`config.mk`:
```
export PLATFORM = sky130hd
export DESIGN_NAME = phase_timer_flat
export DESIGN_NICKNAME = d
export VERILOG_FILES = /design/src/rtl/phase_timer_pkg.sv /design/src/rtl/phase_timer_if.sv /design/src/rtl/phase_timer_tick_prescaler.sv /design/src/rtl/phase_timer.sv /design/src/flat_wrapper.sv
export SDC_FILE = /design/constraint.sdc
export NUM_CORES = 1
export LEC_CHECK = 0
export ABC_AREA = 0
export CORE_AREA = 3 3 82 84
export CTS_CLUSTER_SIZE = 20
export DETAILED_ROUTE_END_ITERATION = 12
export DIE_AREA = 0 0 85 87
export MAX_ROUTING_LAYER = met4
export PLACE_DENSITY = 0.78
export SYNTH_ARGS = -nofsm -noshare
export SYNTH_HDL_FRONTEND = slang
export SYNTH_SLANG_ARGS = --single-unit
```
`constraint.sdc`:
```
create_clock -name clk -period 7.31 [get_ports clk]
set_input_delay 1.8275 -clock clk [delete_from_list [all_inputs] [get_ports clk]]
set_output_delay 1.8275 -clock clk [all_outputs]
set_load 0.01 [all_outputs]
```
`src/rtl/phase_timer_pkg.sv`:
```
// -----------------------------------------------------------------------------
// phase_timer_pkg
// Shared traffic-light definitions used by the phase timer, its bus interface
// and the light FSM.
//   phase_e            : phase index constants (one bit of phase_sel each)
//   DEF_NUM_PHASES     : default number of phases (green, yellow, red)
//   DEF_CNT_W          : default width of durations and counters
//   DEF_PHASE_TIMES    : default per-phase durations in ticks, slice i = phase i
// -----------------------------------------------------------------------------
package phase_timer_pkg;

   typedef enum int unsigned {
      PH_GREEN  = 0,
      PH_YELLOW = 1,
      PH_RED    = 2
   } phase_e;

   localparam int DEF_NUM_PHASES = 3;
   localparam int DEF_CNT_W      = 8;

   // Packed with phase 0 in the least significant slice: red=3, yellow=5, green=30.
   localparam logic [DEF_NUM_PHASES*DEF_CNT_W-1:0] DEF_PHASE_TIMES = {8'd3, 8'd5, 8'd30};

endpackage

```
`src/rtl/phase_timer_if.sv`:
```
// -----------------------------------------------------------------------------
// phase_timer_if
// Bus between the light FSM / configuration master and the phase timer.
//   phase_sel  : one-hot active phase           (master -> timer)
//   hold       : freeze timing while high       (master -> timer)
//   cfg_we     : duration write strobe          (master -> timer)
//   cfg_idx    : phase index to write           (master -> timer)
//   cfg_time   : new duration in ticks          (master -> timer)
//   phase_end  : one-cycle end pulse per phase  (timer -> master)
//   remain     : ticks left in current phase    (timer -> master)
//   tick       : prescaler tick pulse           (timer -> master)
//   sel_err    : phase_sel zero or multi-hot    (timer -> master)
// -----------------------------------------------------------------------------
interface phase_timer_if
   import phase_timer_pkg::*;
#(
   parameter int NUM_PHASES = DEF_NUM_PHASES,
   parameter int CNT_W      = DEF_CNT_W
);
   localparam int IDX_W = (NUM_PHASES > 1) ? $clog2(NUM_PHASES) : 1;

   logic [NUM_PHASES-1:0] phase_sel;
   logic                  hold;
   logic                  cfg_we;
   logic [IDX_W-1:0]      cfg_idx;
   logic [CNT_W-1:0]      cfg_time;
   logic [NUM_PHASES-1:0] phase_end;
   logic [CNT_W-1:0]      remain;
   logic                  tick;
   logic                  sel_err;

   modport master (
      output phase_sel, hold, cfg_we, cfg_idx, cfg_time,
      input  phase_end, remain, tick, sel_err
   );

   modport slave (
      input  phase_sel, hold, cfg_we, cfg_idx, cfg_time,
      output phase_end, remain, tick, sel_err
   );

endinterface

```
`src/rtl/phase_timer_tick_prescaler.sv`:
```
// -----------------------------------------------------------------------------
// tick_prescaler
// Divides clk down to one tick pulse every PRESC_DIV clocks.
//   clk     : clock
//   rst_n   : synchronous active-low reset, also masks tick_o
//   clr_i   : restart the count from 0 (has priority over freeze)
//   frz_i   : hold the count and suppress tick_o
//   tick_o  : combinational one-cycle tick, high when the count is at its last value
// -----------------------------------------------------------------------------
module tick_prescaler #(
   parameter int unsigned PRESC_DIV = 50_000_000
) (
   input  logic clk,
   input  logic rst_n,
   input  logic clr_i,
   input  logic frz_i,
   output logic tick_o
);
   localparam int               PRE_W    = (PRESC_DIV > 1) ? $clog2(PRESC_DIV) : 1;
   localparam logic [PRE_W-1:0] LAST_CNT = PRE_W'(PRESC_DIV - 1);

   logic [PRE_W-1:0] pre_cnt_q, pre_cnt_d;

   assign tick_o = rst_n && !clr_i && !frz_i && (pre_cnt_q == LAST_CNT);

   always_comb begin
      // NOTE: default first so every path assigns pre_cnt_d and no latch is inferred.
      pre_cnt_d = pre_cnt_q;
      if (clr_i) begin
         pre_cnt_d = '0;
      end else if (tick_o) begin
         pre_cnt_d = '0;
      end else if (!frz_i) begin
         pre_cnt_d = pre_cnt_q + PRE_W'(1);
      end
   end

   always_ff @(posedge clk) begin
      // NOTE: sequential state uses non-blocking assignments so all flops update together.
      if (!rst_n) begin
         pre_cnt_q <= '0;
      end else begin
         pre_cnt_q <= pre_cnt_d;
      end
   end

endmodule

```
`src/rtl/phase_timer.sv`:
```
// -----------------------------------------------------------------------------
// phase_timer
// Phase-duration timer for the traffic-light FSM. Counts prescaled ticks per
// one-hot phase, holds a runtime-writable duration per phase and reports the
// remaining ticks for the countdown display.
//   clk    : clock
//   rst_n  : synchronous active-low reset
//   bus    : phase_timer_if.slave (phase_sel, hold, cfg_* in;
//            phase_end, remain, tick, sel_err out, all outputs combinational)
// -----------------------------------------------------------------------------
module phase_timer
   import phase_timer_pkg::*;
#(
   parameter int                            NUM_PHASES = DEF_NUM_PHASES,
   parameter int                            CNT_W      = DEF_CNT_W,
   parameter int unsigned                   PRESC_DIV  = 50_000_000,
   parameter logic [NUM_PHASES*CNT_W-1:0]   DEF_TIMES  = DEF_PHASE_TIMES
) (
   input  logic          clk,
   input  logic          rst_n,
   phase_timer_if.slave  bus
);
   localparam int                    IDX_W   = (NUM_PHASES > 1) ? $clog2(NUM_PHASES) : 1;
   localparam logic [NUM_PHASES-1:0] SEL_ONE = NUM_PHASES'(1);

   logic [CNT_W-1:0]      dur_q [NUM_PHASES];
   logic [CNT_W-1:0]      elapsed_q, elapsed_d;
   logic [NUM_PHASES-1:0] sel_q;
   logic [CNT_W-1:0]      dur_sel, dur_eff;
   logic                  sel_err, change, tick, done;

   // Zero or more than one bit set.
   assign sel_err = (bus.phase_sel == '0) ||
                    ((bus.phase_sel & (bus.phase_sel - SEL_ONE)) != '0);

   // A new valid phase restarts timing even while hold is high.
   assign change = (bus.phase_sel != sel_q) && !sel_err;

   tick_prescaler #(
      .PRESC_DIV (PRESC_DIV)
   ) u_presc (
      .clk    (clk),
      .rst_n  (rst_n),
      .clr_i  (change),
      .frz_i  (bus.hold || sel_err),
      .tick_o (tick)
   );

   always_comb begin
      dur_sel = '0;
      for (int i = 0; i < NUM_PHASES; i++) begin
         if (bus.phase_sel[i]) dur_sel = dur_q[i];
      end
   end

   // A stored duration of 0 behaves as 1 so the phase still ends.
   assign dur_eff = (dur_sel == '0) ? CNT_W'(1) : dur_sel;

   // One extra bit so elapsed+1 cannot wrap at the all-ones duration.
   assign done = tick &&
                 (({1'b0, elapsed_q} + {{CNT_W{1'b0}}, 1'b1}) >= {1'b0, dur_eff});

   always_comb begin
      elapsed_d = elapsed_q;
      if (change) begin
         elapsed_d = '0;
      end else if (tick) begin
         elapsed_d = done ? '0 : elapsed_q + CNT_W'(1);
      end
   end

   assign bus.tick      = tick;
   assign bus.sel_err   = sel_err;
   assign bus.phase_end = done ? bus.phase_sel : '0;
   // Saturates when a shrinking write leaves elapsed beyond the new duration.
   assign bus.remain    = sel_err               ? '0 :
                          (dur_eff > elapsed_q) ? dur_eff - elapsed_q : '0;

   always_ff @(posedge clk) begin
      if (!rst_n) begin
         elapsed_q <= '0;
         sel_q     <= '0;
         // NOTE: the duration array is reset on purpose: DEF_TIMES must come back after any writes.
         for (int i = 0; i < NUM_PHASES; i++) begin
            dur_q[i] <= DEF_TIMES[i*CNT_W +: CNT_W];
         end
      end else begin
         elapsed_q <= elapsed_d;
         sel_q     <= bus.phase_sel;
         // Indices with no matching phase simply match nothing and are dropped.
         for (int i = 0; i < NUM_PHASES; i++) begin
            if (bus.cfg_we && (bus.cfg_idx == IDX_W'(i))) dur_q[i] <= bus.cfg_time;
         end
      end
   end

endmodule

```
`src/flat_wrapper.sv`:
```
// flat-port wrapper written by rule: the top's interface ports become plain ports
module phase_timer_flat import phase_timer_pkg::*;
#(
   parameter int                            NUM_PHASES = DEF_NUM_PHASES,
   parameter int                            CNT_W      = DEF_CNT_W,
   parameter int unsigned                   PRESC_DIV  = 50_000_000,
   parameter logic [NUM_PHASES*CNT_W-1:0]   DEF_TIMES  = DEF_PHASE_TIMES
)
  (clk, rst_n, bus_phase_sel, bus_hold, bus_cfg_we, bus_cfg_idx, bus_cfg_time, bus_phase_end, bus_remain, bus_tick, bus_sel_err);
  phase_timer_if #(.NUM_PHASES(NUM_PHASES), .CNT_W(CNT_W)) bus_i ();
  input  logic clk;
  input  logic rst_n;
  input wire logic [$bits(bus_i.phase_sel)-1:0] bus_phase_sel;
  input wire logic [$bits(bus_i.hold)-1:0] bus_hold;
  input wire logic [$bits(bus_i.cfg_we)-1:0] bus_cfg_we;
  input wire logic [$bits(bus_i.cfg_idx)-1:0] bus_cfg_idx;
  input wire logic [$bits(bus_i.cfg_time)-1:0] bus_cfg_time;
  output wire logic [$bits(bus_i.phase_end)-1:0] bus_phase_end;
  output wire logic [$bits(bus_i.remain)-1:0] bus_remain;
  output wire logic [$bits(bus_i.tick)-1:0] bus_tick;
  output wire logic [$bits(bus_i.sel_err)-1:0] bus_sel_err;
  assign bus_i.phase_sel = bus_phase_sel;
  assign bus_i.hold = bus_hold;
  assign bus_i.cfg_we = bus_cfg_we;
  assign bus_i.cfg_idx = bus_cfg_idx;
  assign bus_i.cfg_time = bus_cfg_time;
  assign bus_phase_end = bus_i.phase_end;
  assign bus_remain = bus_i.remain;
  assign bus_tick = bus_i.tick;
  assign bus_sel_err = bus_i.sel_err;
  phase_timer #(.NUM_PHASES(NUM_PHASES), .CNT_W(CNT_W), .PRESC_DIV(PRESC_DIV), .DEF_TIMES(DEF_TIMES)) u_core (.clk(clk), .rst_n(rst_n), .bus(bus_i));
endmodule
```
==> reports/qor.csv <==
metric;value;unit
Synth Area in XOR/XNOR;0.0808;
Final Hold Fails;0;
largest net degree at the start of global routing;32;
Synth mux share;0.00289;
# IOs;30;
ao+oa area frac;0.118;
via/cell ratio;5.60;
Final Max Tran Viols;0;
placed cell area;3960;µm²
Hold Path Stages;2;
FMAX;138;MHz
status;completed;
Comb area;1860;µm²
reg2reg path depth;5;
tool warnings;28;
Final nets;470;
CTS Buffer Depth;2;
final total power;825;µW
share of cells above drive strength 1;0.105;
FA/HA/MAJ Cells, Area Fraction;0.0707;
Buffers on Ports;29;
Pwr Density;196;nW/µm²
critical path type;in -> out;
Sequential Area;1460;µm²
Sink Count;61;
required time of the worst setup path;5480;ps
number of global-route vias before repair;2612;
crit-path max cell delay;590;ps
Init Core Util;0.579;
Lkg Pwr;0.00167;µW
initial antenna violation count;0;
clock slew seen by the registers of the worst setup and hold paths;70;ps
r2r setup slk;4550;ps
Syn Inst Count;387;
antenna violation net count after detailed routing;0;
CTS tree;done;
Clock Tree Root;clkbuf_8;
Worst Setup Start Kind;input port;
die height;87;µm
min Tclk post-route;7250;ps
IR drop worst, VDD;140;µV
Hold Path Class;reg -> reg;
register bit total from synthesis;61;
Yosys Instances;387;
Layout area overhead;21.6;%
Hold Buf Count CTS;0;
Worst path most repeated cell;clkdlybuf4s50_1;
Worst Skew;5.62;ps
die area;7400;µm²
Post-synth ARST share;0;
synth warn;0;
area of the core;5990;µm²
H-tree depth;3;
Std-Cell Rows;28;
DRC violations left;0;
cycle use final;0.992;
CP top delay family;buffers and inverters;
Latency at later pin;340;ps
number of enable flip-flop cells;24;
Filler Cell Count;479;
CP bufs+invs;3;
total gr overflow;0;
GP Congestion;0.905;
Slew headroom;0.316;
Post-Syn Area;3470;µm²
YS chip area;3470;µm²
initial drt markers;115;
global-route wire length before repair;12100;µm
CTS Buf Count;9;
final instance area;4220;µm²
setup violators final;0;
total of max-cap violations;0;
worst path arrival time;5430;ps
Seq share, synth;0.422;
Worst-Margin Slew;1020;ps
Crit path depth;15;
top_reg_cell synth;dfxtp_1;
CP Capture Type;output pin;
Main logic family;simple AND/OR/NAND/NOR gates;
unrepaired setup endpoints after global routing;yes;
Detailed Place HPWL;5230;µm
drt pass-1 iters;4;
slowest CP cell;clkdlybuf4s50_1;
Syn Nets;423;
Distinct lib cells used;54;
yosys simple share;0.260;
die x size;85;µm
CP Cell Sequence;clkdlybuf4s50_1, nor2b_2, buf_4, a22oi_1, o21ai_0, nor3_1, a221oi_1, ha_1, fa_1, nor2b_1, o21ai_1, a21oi_2, o311a_1, nor4_1, clkdlybuf4s50_1;
Worst Path Max Fanout;5;
n_diodes;0;
Avg Cell Area, Syn;8.96;µm²
[path summary, 6_finish.rpt]
check | from | endpoint
worst max-delay path | bus_phase_sel[0] | bus_remain[6]
worst min-delay path | u_core.u_presc.pre_cnt_q[1] | u_core.u_presc.pre_cnt_q[1]
worst max register to register | u_core.u_presc.pre_cnt_q[3] | u_core.elapsed_q[4]
worst min register to register | u_core.u_presc.pre_cnt_q[1] | u_core.u_presc.pre_cnt_q[1]
[cell usage after synthesis (all sizes together) (4+ instances only)]
cell,count,area (µm²)
nand2,35,131
nand3,11,55.1
dfxtp,37,741
clkbuf,11,41.3
buf,4,20.0
o21ai,19,95.1
a21o,5,37.5
xnor2,29,254
nand2b,7,43.8
nor4,11,68.8
nor3,17,85.1
ha,18,225
a22oi,8,60.1
o22ai,7,43.8
nor2,40,150
and2,11,68.8
and3,10,62.6
a21oi,4,20.0
inv,26,97.6
nand4,5,31.3
edfxtp,24,721
nor2b,6,40.0
[per-layer routing]
layer | share of wire | vias up | GRT usage
met5 | 0 | - | -
met4 | 0.011 | 0 | 0.0604
met3 | 0.040 | 7 | 0.0482
met2 | 0.46 | 48 | 0.325
met1 | 0.49 | 1352 | 0.282
li1 | - | 1473 | -
[layout make-up]
class,instances,share of cell area
multi-input combinational,285,0.442
sequential,61,0.347
inverter,26,0.0232
timing repair buffer,51,0.115
clock buffer,9,0.0294
tap,75,0.0223
clock inverter,7,0.0214
[flip-flops by register name (all words and copies together), names as in the netlist]
name                      cells
u_core.u_presc.pre_cnt_q     26
u_core.dur_q                 24
u_core.elapsed_q              8
u_core.sel_q                  3
[per-stage QoR]
| step | instances | setup TNS (ps) | util | setup WS, ps | hold slack [ps] |
|---|---|---|---|---|---|
| final | 514 | 0 | 0.704 | 57.4 | 535 |
| after global placement | 497 | -250 | 0.661 | -94.9 | 497 |
| after CTS | 513 | 0 | 0.699 | 2.77 | 527 |
| after floorplan | 387 | 0 | - | 715 | 478 |
| after global routing | 514 | -190 | 0.704 | -190 | 575 |
| after detailed placement | 497 | -847 | 0.661 | -180 | 506 |
[repair_timing]
item                       4_1_cts  5_1_grt
setup buffers                    0        1
resized                          4        8
setup endpoints to repair        8        8
cloned                           0        0
[worst min-delay path, delay by kind of cell (launching register included)]
family,cells,cell delay (ps)
and+or+nand+nor,1,70
muxes,1,80
DFF,1,350
[cells in the final DEF (no fill, tap or decap), drive strengths merged, types with 2 or more instances in the layout]
cell / instances
nor2: 40
dfxtp: 37
nand2: 35
xnor2: 29
inv: 26
edfxtp: 24
clkdlybuf4s50: 22
buf: 22
o21ai: 19
ha: 18
nor3: 17
nand3: 11
and2: 11
nor4: 11
and3: 10
clkbuf: 9
a22oi: 8
o22ai: 7
nand2b: 7
dlymetal6s2s: 7
nor2b: 6
nand4: 5
a21o: 5
a21oi: 4
clkinv: 4
xor2: 3
and4: 3
or3: 3
a31oi: 3
nor3b: 2
a221oi: 2
a221o: 2
or2: 2
bufinv: 2
nand3b: 2
[report_power, final]
group          leakage [µW]  switching (µW)  total (µW)  internal, µW
clock network      0.000107             135         325           190
registers          0.000535            4.80         372           367
logic               0.00103            67.8         129          60.8
total               0.00167             207         825           618
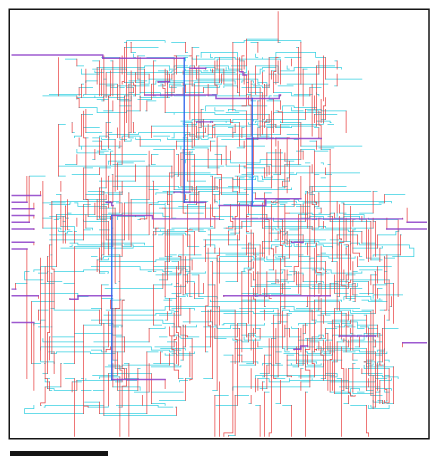
**Above:** wiring by layer.
Scale bar: 20 µm.
| colour | layer | wire length |
|---|---|---|
| purple | metal 3 | 292 µm |
| blue | metal 4 | 84.3 µm |
| red | metal 2 | 3400 µm |
| cyan | metal 1 | 3570 µm |
final wirelength: 7350 µm
Total GRT Usage: 0.211
via count: 2880
drt wl/cell: 14.3 µm

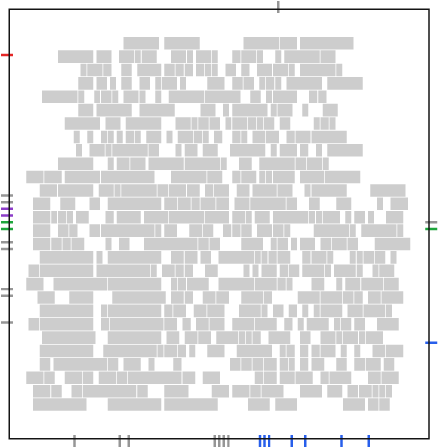
**Above:** I/O pins on the die edge.
Pins as bars across the die edge, other pins in grey.
| colour | port | pins | direction | edge |
|---|---|---|---|---|
| red | clk | 1 | input | left |
| purple | bus_cfg_idx | 2 | input | left |
| blue | bus_remain | 8 | output | 7 bottom, 1 right |
| green | bus_phase_sel | 3 | input | 2 left, 1 right |

Power and IR drop assume default switching activity.
